Design planificador_mdio, sky130hd; sources not shown.
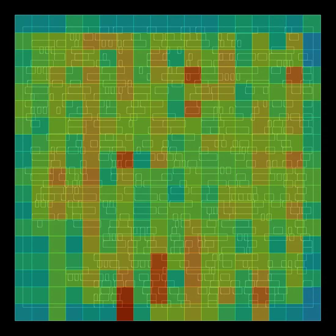
**Above:** track usage over the die.
Final Util: 40.8%
GRT Util Overall: 13.2%

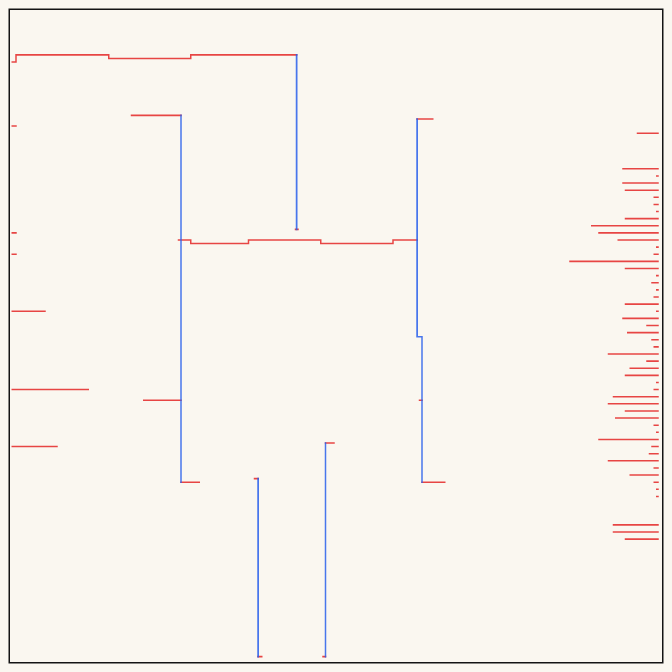
**Above:** routed metal, one colour a layer.
Two of the layers only.
Key: M3 = red [wire length 390 um]; M4 = blue [wire length 248 um]
routed length per instance: 15.3 um
detailed-route via count: 2,699
Detailed Route WL: 9630 um

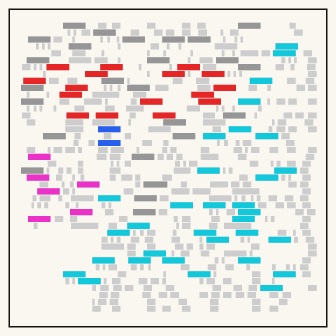
**Above:** where the registers sit.
Other sequential cells in the stronger grey, the rest of the logic in the fainter grey.
Key: transaccion = cyan [placed flops 32]; cnt_q = magenta [placed flops 6, where left middle]; rd_shift_q = red [placed flops 16]; estado_q = blue [placed flops 2]
sequential power: 2.73 mW
FF/Latch Area: 2030 um^2

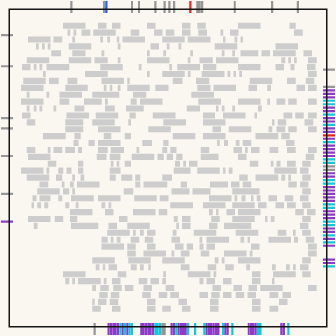
**Above:** pin map.
Pins as bars across the die edge, other pins in grey.
Key: transaccion = cyan [pins 32, direction output, edge 16 bottom, 16 right]; rd_valid = blue [pins 1, direction output, edge top]; req_ack = red [pins 2, direction output, edge 1 right, 1 top]; req_trans = purple [pins 64, direction input, edge 33 bottom, 30 right, 1 left]
All pins by edge: 52 bottom, 51 right, 16 top, 7 left.
die x size: 125 um
Die Span Y: 125 um
IO buf count: 124

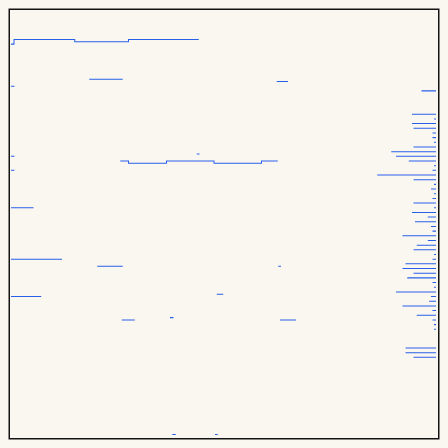
**Above:** metal 3.
The wires run mostly horizontal. The longest straight run is 20.2 um. The layer carries 390 um of wire. The layer holds 4.1% of the routed length. 61 nets have wire on it.
met3 Resource Use GR: 3.13%

==> results.tsv <==
metric	value	unit
clock_sinks	81	
p_seq_share	35.1	%
p_leak	2.51	nW
holdWs	471	ps
grt_pass1_vias	3019	
max_slew_margin	64.6	%
yosysTopAreaCellShare	57.0	%
final_nets	525	
worstPathRequired	1360	ps
whs_path_depth	2	
met2_length	4590	um
cts_tree	built	
row_count	42	
wl_met3	390	um
power_leader	sequential cells	
cp_num_buf_inv	1	
hold_violations	0	
p_sw	2.19	mW
critical-path-slowest-cell	clkdlybuf4s50_1	
postCtsSetupBuffers	0	
largest_register_ffs	32	
netlist_area	3510	um^2
arrival	1260	ps
logic_gates	206	
max_clock_freq	624	MHz
hold_class	register to register	
power_density	1410	nW/um^2
yosysTopAreaCell	dfrtp_1	
simple_gate_share	13.4	%
fillers	1466	
pg_clk	2.38	mW
first_pass_iters	4	
worstRegToRegCells	7	
ant_nets	0	
status	completed	
worstSetupPathType	register to output port	
yosysChipArea	3510	um^2
timing.final.ws_setup	96.9	ps
wl_met1	4400	um
yosys_warnings	6	
finalCriticalPeriod	1600	ps
cts_buffers	9	
drtIter0Drc	76	
top_logic_kind	multiplexers	
pin_count	126	
drive_gt1_share	12.6	%
finalClockSkew	7.46	ps
pg_comb	2.67	mW
drc_errors	0	
flops	81	
fp-utilization	26.0	%
fin_area	5510	um^2
logic_area	1380	um^2
synthCells	309	
area_growth	56.8	%
cts_max_path_buffers	2	
use_met2	21.7	%
crit_chain	clkdlybuf4s50_1	
nonClkBufAreaFrac	27.0	%
antenna_found_initial	0	
topCellsByArea	dfrtp_1, mux2i_1, nand2_1, a21oi_1, mux2_4	
taps	176	
drv_cap	0	
synth-async-reset-ratio	100	%
top_cell	dfrtp_1	
clkTransAtPathRegs	60	ps
Power figures rest on the tool's default switching activity, not on a simulated workload.
